==> config.mk <==
export PLATFORM = sky130hd
export DESIGN_NAME = exposure_ctrl
export DESIGN_NICKNAME = d
export VERILOG_FILES = /design/src/rtl/exposure_ctrl.sv
export SDC_FILE = /design/constraint.sdc
export NUM_CORES = 1
export LEC_CHECK = 0
export CAP_MARGIN = 10
export CORE_ASPECT_RATIO = 1.75
export CORE_MARGIN = 4
export CORE_UTILIZATION = 50
export CTS_CLUSTER_DIAMETER = 40
export DETAILED_ROUTE_END_ITERATION = 8
export PLACE_DENSITY = 0.79
export SYNTH_ARGS = -nofsm -noshare
export SYNTH_HDL_FRONTEND = slang
export SYNTH_SLANG_ARGS = --single-unit
==> constraint.sdc <==
create_clock -name clk -period 1.9 [get_ports clk]
set_input_delay 0.285 -clock clk [delete_from_list [all_inputs] [get_ports clk]]
set_output_delay 0.285 -clock clk [all_outputs]
set_load 0.02 [all_outputs]
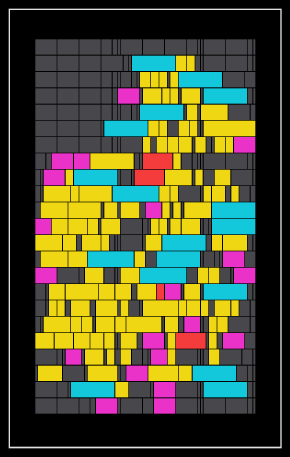
*Cell classes on the final placement, run 1*
Scale: 6 px per um. Fill, decap, tap and diode cells in gray.
clock drivers and dummy loads: marked red, cells 4, share of their area 3.3%. all other logic: marked yellow, cells 111, share of their area 58%. other buffers and delay cells: marked magenta, cells 20, share of their area 13%. flip-flops: marked cyan, cells 17, share of their area 25%.
flop share of the area: 0.2466
core area: 2302 um2
num rows: 23
Final Util: 0.6060
post-route cell area: 1395 um2

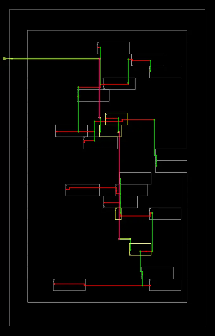
*Clock nets, run 1*
Worst-Skew Late Latency: 0.25 ns
flip-flops: 17

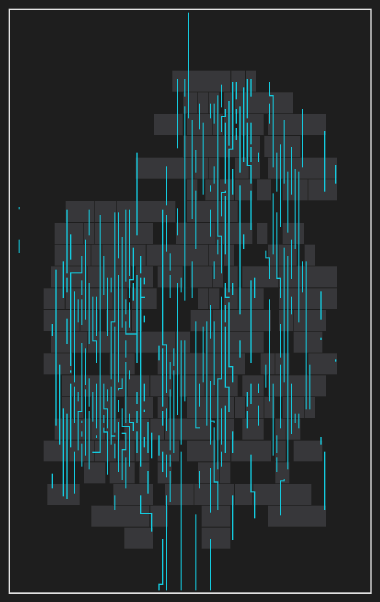
*The metal 2 layer, run 1*
Scale: 8 px per um. Cells faint in the background.
The longest straight run is 29.6 um. The layer carries 1350 um of wire. 142 nets have wire on it. The wires run mostly vertical. The layer holds 53% of the routed length.
Routed WL: 2.573 mm
met2 Use GR: 0.2950
DR vias: 1061

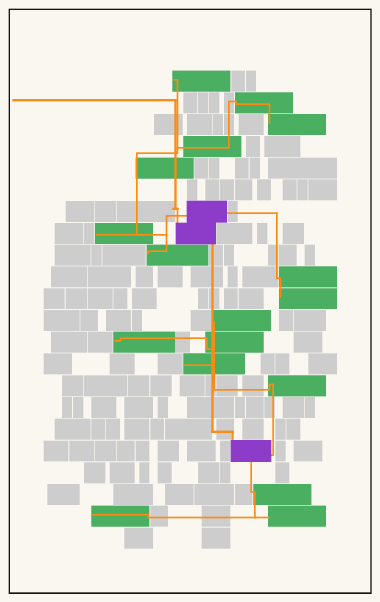
*Clock wires, drivers and flops, run 1*
Scale: 8 px per um.
cells driving clock nets: marked purple, count 3. flip-flops: marked green, count 17. clock wires: marked orange, length 236 um.
There are 4 routed clock nets.
portion of total power attributed to the clock network: 0.299
worst clock skew: 0.002585 ns
clock network power: 0.270 mW

==> results.tsv, run 1 <==
stage	metric	value	unit
outcome	status	finished, final reports clean	
layout	Signal buffers	20	
layout	clock buffer count	4	
synth	top cells by area, synth	dfxtp_1 (28%), ha_1 (5.2%), nor2_1 (5.0%)	
clocking	CTS clock-pin slew for the worst setup and hold paths	0.07	ns
layout	most frequent logic cell in the layout	nor2_1	
layout	sequential cell area	344.1	um2
timing	max-slew violation count	0	
synth	ys cells	137	
layout	filler-free cell count of the finished design	177	
layout	Clock buf/inv share	0.03229	
layout	Syn-to-layout area delta	16.27	%
layout	Max-area cell class	multi-input combinational cells	
synth	Post-Syn Nets	148	
timing	FMAX	569.8	MHz
placement	Setup WS pre-CTS	0.03162	ns
grt	vias in the first global route	1021	
layout	# fillers	203	
synth	syn_area_per_cell	8.758	um2
grt	largest net degree at the start of global routing	14	
layout	top logic cells by instance count in the layout	nor2_1 (16), dfxtp_1 (14), clkdlybuf4s50_1 (13), nand2_1 (12), a21oi_1 (10)	
grt	GRT met3 Usage	0.03457	
synth	Yosys top cell by instances	dfxtp_1	
min_path	Worst Hold Class	reg -> reg	
clocking	CTS tree	built	
placement	Final Wtd Congestion	0.8938	
power	part of the power in registers	0.448	
synth	XOR/XNOR Area Share	0.01356	
synth	adder-cell share of the synthesized area	0.05214	
route	Via density	5.994	
layout	MI comb cells	106	
floorplanning	die x size	45.03	um
clocking	# Post-CTS Setup Buffers	0	
setup_path	crit-path cells	buf_4 -> ha_1 -> buf_4 -> nand3_1 -> nor2_1 -> mux2_2 -> a21oi_1 -> a2bb2o_4	
setup_path	worst reg2reg path depth	8	
floorplanning	height of the chip	72.81	um
timing	WHS	0.4790	ns
power	NetSw	0.2638	mW
### Nets reached from selected ports, run 1

Scale: 6 px per um.
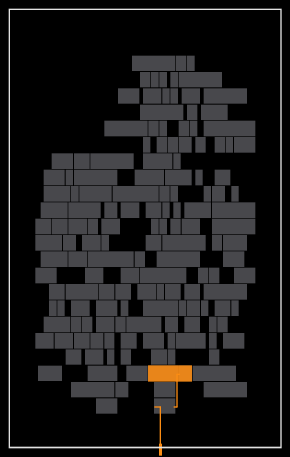

--- run 2 (diff from run 1) ---
--- a/config.mk
+++ b/config.mk
@@ -12,6 +12,7 @@
 export CTS_CLUSTER_DIAMETER = 40
 export DETAILED_ROUTE_END_ITERATION = 8
 export PLACE_DENSITY = 0.79
+export SLEW_MARGIN = 0
 export SYNTH_ARGS = -nofsm -noshare
 export SYNTH_HDL_FRONTEND = slang
 export SYNTH_SLANG_ARGS = --single-unit
==> constraint.sdc (replaced) <==
create_clock -name clk -period 2 [get_ports clk]
set_input_delay 0.3 -clock clk [delete_from_list [all_inputs] [get_ports clk]]
set_output_delay 0.3 -clock clk [all_outputs]
set_load 0.02 [all_outputs]
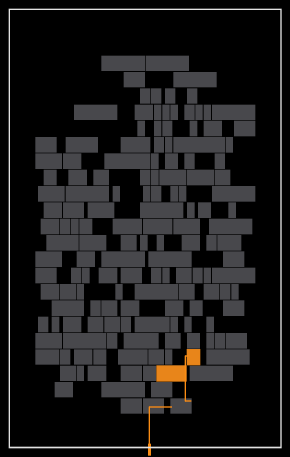
*Nets reached from selected ports, run 2*
Scale: 6 px per um.
Exp_inc: marked orange, bits 1, direction input, edge bottom, end cells 2, buffers 1, wire 18.8 um.
port bufs: 13
I/O pins: 14

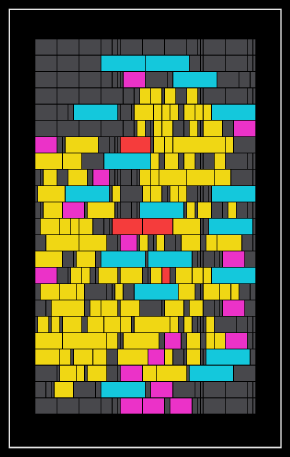
*Cell classes on the final placement, run 2*
Scale: 6 px per um. Fill, decap, tap and diode cells in gray.
all other logic: marked yellow, cells 111, share of their area 59%. other buffers and delay cells: marked magenta, cells 17, share of their area 12%. flip-flops: marked cyan, cells 17, share of their area 25%. clock drivers and dummy loads: marked red, cells 4, share of their area 3.4%.
flop share of the area: 0.2484
Final Util: 0.5973
post-route cell area: 1375 um2

==> run 2 against run 1 <==
Net effect: critical path depth shrank 7; final cell count shrank 1.7%; worst hold slack lost 0.0070 ns; global-route usage grew 0.26 points; register-to-register slack is essentially flat; die size is the same; clock skew grew 0.0011 ns; sequential cell count is the same; synthesized cell count is the same; core utilization shrank 0.87 points; routed wire length shrank 1.0%; first-iteration DRC count shrank 70%.
==> results.tsv, run 2 <==
stage	metric	value	unit
setup_path	Worst Setup End Kind	primary output	
floorplanning	num rows	23	
layout	# fillers	219	
synth	Post-Syn Nets	148	
outcome	status	finished, final reports clean	
timing	WHS	0.4720	ns
route	Routed WL	2.547	mm
layout	flip-flops	17	
floorplanning	core area	2302	um2
clocking	Worst-Skew Late Latency	0.25	ns
placement	Final Wtd Congestion	0.8669	
setup_path	worst reg2reg path depth	7	
power	clock network power	0.258	mW
grt	largest net degree at the start of global routing	16	
synth	ys cells	137	
timing	worst clock skew	0.003639	ns
layout	clock buffer count	4	
synth	top cells by area, synth	dfxtp_1 (28%), ha_1 (5.2%), nor2_1 (5.0%)	
layout	top logic cells by instance count in the layout	nor2_1 (16), dfxtp_1 (16), clkdlybuf4s50_1 (13), nand2_1 (12), a21oi_1 (10)	
setup_path	crit-path cells	clkdlybuf4s50_1	
layout	MI comb cells	106	
layout	logic share of the area	0.5660	
timing	FMAX	525.2	MHz
floorplanning	Die Area	3278	um2
power	portion of total power attributed to the clock network	0.302	
route	Via density	5.914	
synth	Yosys top cell by instances	dfxtp_1	
clocking	CTS tree	built	
min_path	Worst Hold Class	reg -> reg	
layout	Max-area cell class	multi-input combinational cells	
synth	adder-cell share of the synthesized area	0.05214	
synth	XOR/XNOR Area Share	0.01356	
timing	max-slew violation count	0	
route	DR vias	1029	
floorplanning	height of the chip	72.81	um
floorplanning	die x size	45.03	um
layout	filler-free cell count of the finished design	174	
clocking	CTS clock-pin slew for the worst setup and hold paths	0.07	ns
layout	Syn-to-layout area delta	14.60	%
power	NetSw	0.2506	mW
Power figures rest on the tool's default switching activity, not on a simulated workload.
